[src/rtl/multi_adc_pulse_gen.sv]
`default_nettype none
// ============================================================================
//  Module   : multi_adc_pulse_gen
//  Purpose  : Drives N_CH converters with a shared soc/eoc handshake, captures
//             all samples together, reduces them to one W-bit value (average,
//             maximum or minimum), then emits a pulse on out lasting exactly
//             that many clock periods before starting the next round.
//  Revision : 1.0 - initial release
// ----------------------------------------------------------------------------
//  Ports
//    clock   in   1        system clock, rising edge
//    reset_  in   1        asynchronous active-low reset
//    soc     out  N_CH     start-of-conversion, all bits identical
//    eoc     in   N_CH     end-of-conversion, one bit per channel
//    x       in   N_CH*W   samples, channel i on bits [i*W +: W]
//    mode    in   2        00 average, 01 max, 10 min, 11 average
//    out     out  1        duration pulse
//    result  out  W        last reduced value
// ============================================================================
module multi_adc_pulse_gen #(
  parameter int N_CH  = 2,
  parameter int W     = 8,
  parameter int LOG2N = 1
) (
  input  logic              clock,
  input  logic              reset_,
  output logic [N_CH-1:0]   soc,
  input  logic [N_CH-1:0]   eoc,
  input  logic [N_CH*W-1:0] x,
  input  logic [1:0]        mode,
  output logic              out,
  output logic [W-1:0]      result
);

  typedef enum logic [1:0] {
    ST_SOC   = 2'd0,
    ST_EOC   = 2'd1,
    ST_CALC  = 2'd2,
    ST_PULSE = 2'd3
  } state_t;

  state_t              state;
  state_t              state_nx;
  logic [W-1:0]        samples [N_CH];
  logic [W-1:0]        count;
  logic [W+LOG2N-1:0]  sum;
  logic [W-1:0]        max_val;
  logic [W-1:0]        min_val;
  logic [W-1:0]        reduced;
  logic                all_low;
  logic                all_high;

  assign all_low  = (eoc == '0);
  assign all_high = &eoc;

  // Sum is LOG2N bits wider than a sample, so it can never overflow and the
  // shifted average always fits back into W bits.
  always_comb begin
    sum     = '0;
    max_val = samples[0];
    min_val = samples[0];
    for (int i = 0; i < N_CH; i++) begin
      sum = sum + (W+LOG2N)'(samples[i]);
      if (samples[i] > max_val) max_val = samples[i];
      if (samples[i] < min_val) min_val = samples[i];
    end
  end

  always_comb begin
    case (mode)
      2'b01:   reduced = max_val;
      2'b10:   reduced = min_val;
      default: reduced = W'(sum >> LOG2N);
    endcase
  end

  // State register
  always_ff @(posedge clock or negedge reset_) begin
    if (!reset_) state <= ST_SOC;
    else         state <= state_nx;
  end

  // Next-state logic
  always_comb begin
    state_nx = state;
    case (state)
      ST_SOC:   if (all_low)  state_nx = ST_EOC;
      ST_EOC:   if (all_high) state_nx = ST_CALC;
      ST_CALC:  state_nx = (reduced != '0) ? ST_PULSE : ST_SOC;
      ST_PULSE: if (count == W'(1)) state_nx = ST_SOC;
      default:  state_nx = ST_SOC;
    endcase
  end

  // Registered outputs and datapath. A zero result skips PULSE entirely, so
  // count is never decremented from zero.
  always_ff @(posedge clock or negedge reset_) begin
    if (!reset_) begin
      soc    <= '0;
      out    <= 1'b0;
      result <= '0;
      count  <= '0;
      for (int i = 0; i < N_CH; i++) samples[i] <= '0;
    end else begin
      case (state)
        ST_SOC: begin
          soc <= '1;
          out <= 1'b0;
        end
        ST_EOC: begin
          soc <= '0;
          if (all_high) begin
            for (int i = 0; i < N_CH; i++) samples[i] <= x[i*W +: W];
          end
        end
        ST_CALC: begin
          result <= reduced;
          count  <= reduced;
          out    <= (reduced != '0);
        end
        ST_PULSE: begin
          count <= count - W'(1);
          if (count == W'(1)) out <= 1'b0;
        end
        default: ;
      endcase
    end
  end

endmodule
`default_nettype wire
[config.mk]
export PLATFORM = sky130hd
export DESIGN_NAME = multi_adc_pulse_gen
export DESIGN_NICKNAME = d
export VERILOG_FILES = /design/src/rtl/multi_adc_pulse_gen.sv
export SDC_FILE = /design/constraint.sdc
export NUM_CORES = 1
export LEC_CHECK = 0
export CAP_MARGIN = 20
export CORE_ASPECT_RATIO = 0.75
export CORE_MARGIN = 2
export CORE_UTILIZATION = 24
export DETAILED_ROUTE_END_ITERATION = 16
export MAX_ROUTING_LAYER = met4
export PLACE_DENSITY = 0.38
export SYNTH_ARGS = -nofsm -noshare
export SYNTH_HDL_FRONTEND = slang
export SYNTH_SLANG_ARGS = --single-unit
export TNS_END_PERCENT = 10
[constraint.sdc]
create_clock -name clock -period 5.5 [get_ports clock]
set_input_delay 0.825 -clock clock [delete_from_list [all_inputs] [get_ports clock]]
set_output_delay 0.825 -clock clock [all_outputs]
set_load 0.01 [all_outputs]
clk_routes.png
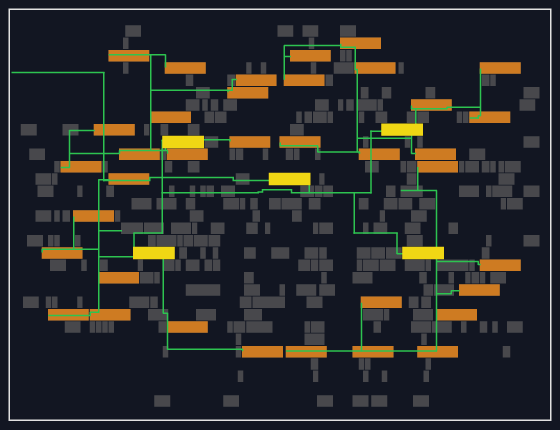
[clock drivers] yellow | count: 5
[clock wires] green | length: 663 um
[flip-flops] orange | count: 36
flops lie	spread over the die
routed clock nets	6

placement.png
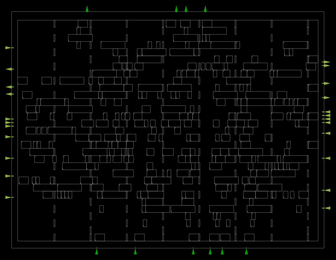
fraction of area in registers: 30.3%
core area: 9660 um^2
Tapcells: 132
FP Rows: 31
non-filler cells, final: 429

==> reports/metrics.yaml <==
route:
  wl_met1_mm: 3.58
  drc_errors: 0
  num_vias: 1929
  drt_iter0_markers: 89
  finalWirelength_mm: 6.30
  dr_wl_met3_um: 286
  top_layer: "met4"
  viasPerCell: 4.50
  wl_per_cell_um: 14.7
  firstDrtPassIters: 4
  wl_met2_mm: 2.37
yosys:
  async_flop_share_pct: 100
  synth_area_um2: 2380
  floorplan.nets: 311
  ys_sh_adder_pct: 11.3
  syn_inst: 268
  synth_warnings: 0
  flop_cell: "dfrtp_1"
  synth-edff-count: 0
  mux_share_pct: 3.78
  yosysSeqAreaShare_pct: 37.8
  area_leaders: "dfrtp_1, ha_1, nand2_1"
  ys_sh_simple_pct: 20.8
  avgSynthCellArea_um2: 8.89
  ys_types: 50
  ys.flops: 36
  synth_area_leader_cell: "dfrtp_1"
  yosys-stat-area_um2: 2380
  synth_top_cell_by_count: "nand2_1"
  yosys-stat-cells: 268
global_route:
  overflow: 0
  use_met1_pct: 19.4
  grt_pass1_vias: 2013
  met3_usage_pct: 3.60
  grt_max_degree: 37
  grt_antenna_before_repair: 0
  met2_usage_pct: 17.8
worst_setup_path:
  worstSetupPathType: "in2reg"
  cp_top_family: "AND-OR/OR-AND gates"
  end_kind: "register"
  cp.arrival_ps: 3610
  r2r_start: "samples[9]$_DFFE_PN0P_"
  max_stage_delay_ps: 560
  crit_chain: "clkdlybuf4s50_1, inv_1, ha_1, nand2b_1, o22ai_2, a222oi_1, a41oi_1, or3_1"
  crit_start: "mode[0]"
  start_kind: "primary input"
  crit_path_end: "state[0]$_DFFE_PN0P_"
  slowest_stage: "a222oi_1"
finish:
  top_register: "samples"
  syn2layout_area_growth_pct: 24.8
  seqCellArea_um2: 901
  nClkBuffers: 7
  biggestRegsByFlops: "samples: 16 flops, count: 8 flops, result: 8 flops"
  design_area_um2: 2970
  nMultiInputCombCells: 203
  nNonClkInverters: 19
  clkCellAreaFrac_pct: 5.13
  fillers: 1032
  seq_cell_count: 36
  most-common-layout-cells: "nand2_1, dfrtp_1, clkdlybuf4s50_1"
  combGateArea_um2: 1370
  num_antenna_cells: 0
  drive_above_1_share_pct: 6.06
  bufAreaShareNonClock_pct: 10.6
  fin_nets: 340
power:
  finalPower_mw: 2.01
  pwr-share-comb_pct: 57.8
  leakagePower_nw: 1.29
  seqPwrFrac_pct: 27.2
  pg_seq_uw: 546
  top_power_group: "combinational cells"
  powerComb_mw: 1.16
  power.switching_uw: 910
  power.density_nw_per_um2: 675
  pwr-share-clk_pct: 15.0
  swShare_pct: 45.3
  p_int_mw: 1.10
sta:
  setup_viol: 0
  final_hold_viol_count: 0
  whs_ps: 480
  period_used_pct: 62.6
  finalCriticalPeriod_ps: 3440
  finClkSkew_ps: 3.29
  rsz0062_at_grt: "no"
  slew_violations: 0
  setup_tns_ps: 0
  tightest_slew_ps: 908
placed_design:
  dpl_cell_area_um2: 2820
  place_congestion: 0.770
  dpl_worst_slack_ps: 1770
  place_hpwl_mm: 4.70
  dp_cells: 422
  io_buffers: 32
cts:
  clockBufferDepth: 2
  clock_sinks: 36
  clock.latency.late_pin_ps: 280
  cts_tree: "yes"
  h-tree-depth: 2
  cts.repair.resized: 0
  clkSlewWorstSetupHoldPaths_ps: 60
  root_buffer: "clkbuf_16"
  cts-buffers-inserted: 5
floorplan:
  initial_utilization_pct: 24.7
  die_area_um2: 10800
  io_pins: 33
  die_y_um: 90.3
run_status:
  outcome: "completed"
run:
  warnings: 36
  maxCapViolations: 0
worst_hold_path:
  hold_class: "reg2reg"
  whs_endpoint: "result[1]$_DFFE_PN0P_"
placement_by_type.png
The bar under the picture is 20 um long. Fill, decap, tap and diode cells in grey.
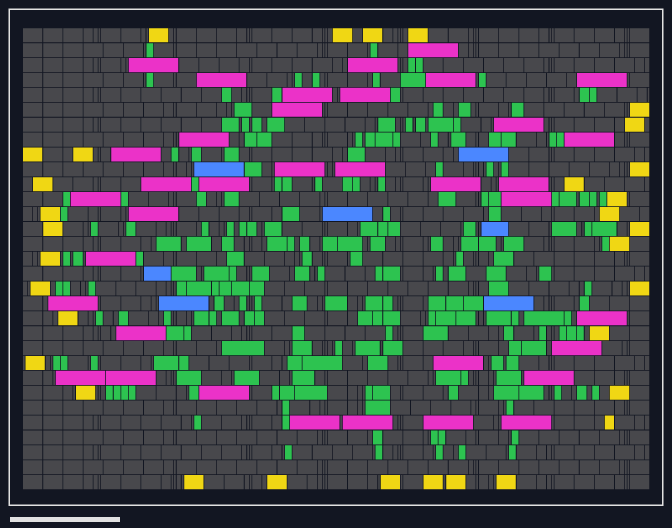
class	colour	cells
combinational and other logic	green	222
other buffers and delay cells	yellow	32
clock drivers and dummy loads	blue	7
flops	magenta	36

layer_met2.png
The bar under the picture is 20 um long.
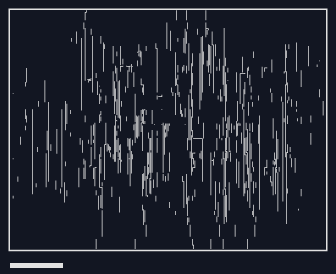
nets with wire on the layer	266
longest straight run	37.4 um

Power figures rest on the tool's default switching activity, not on a simulated workload.
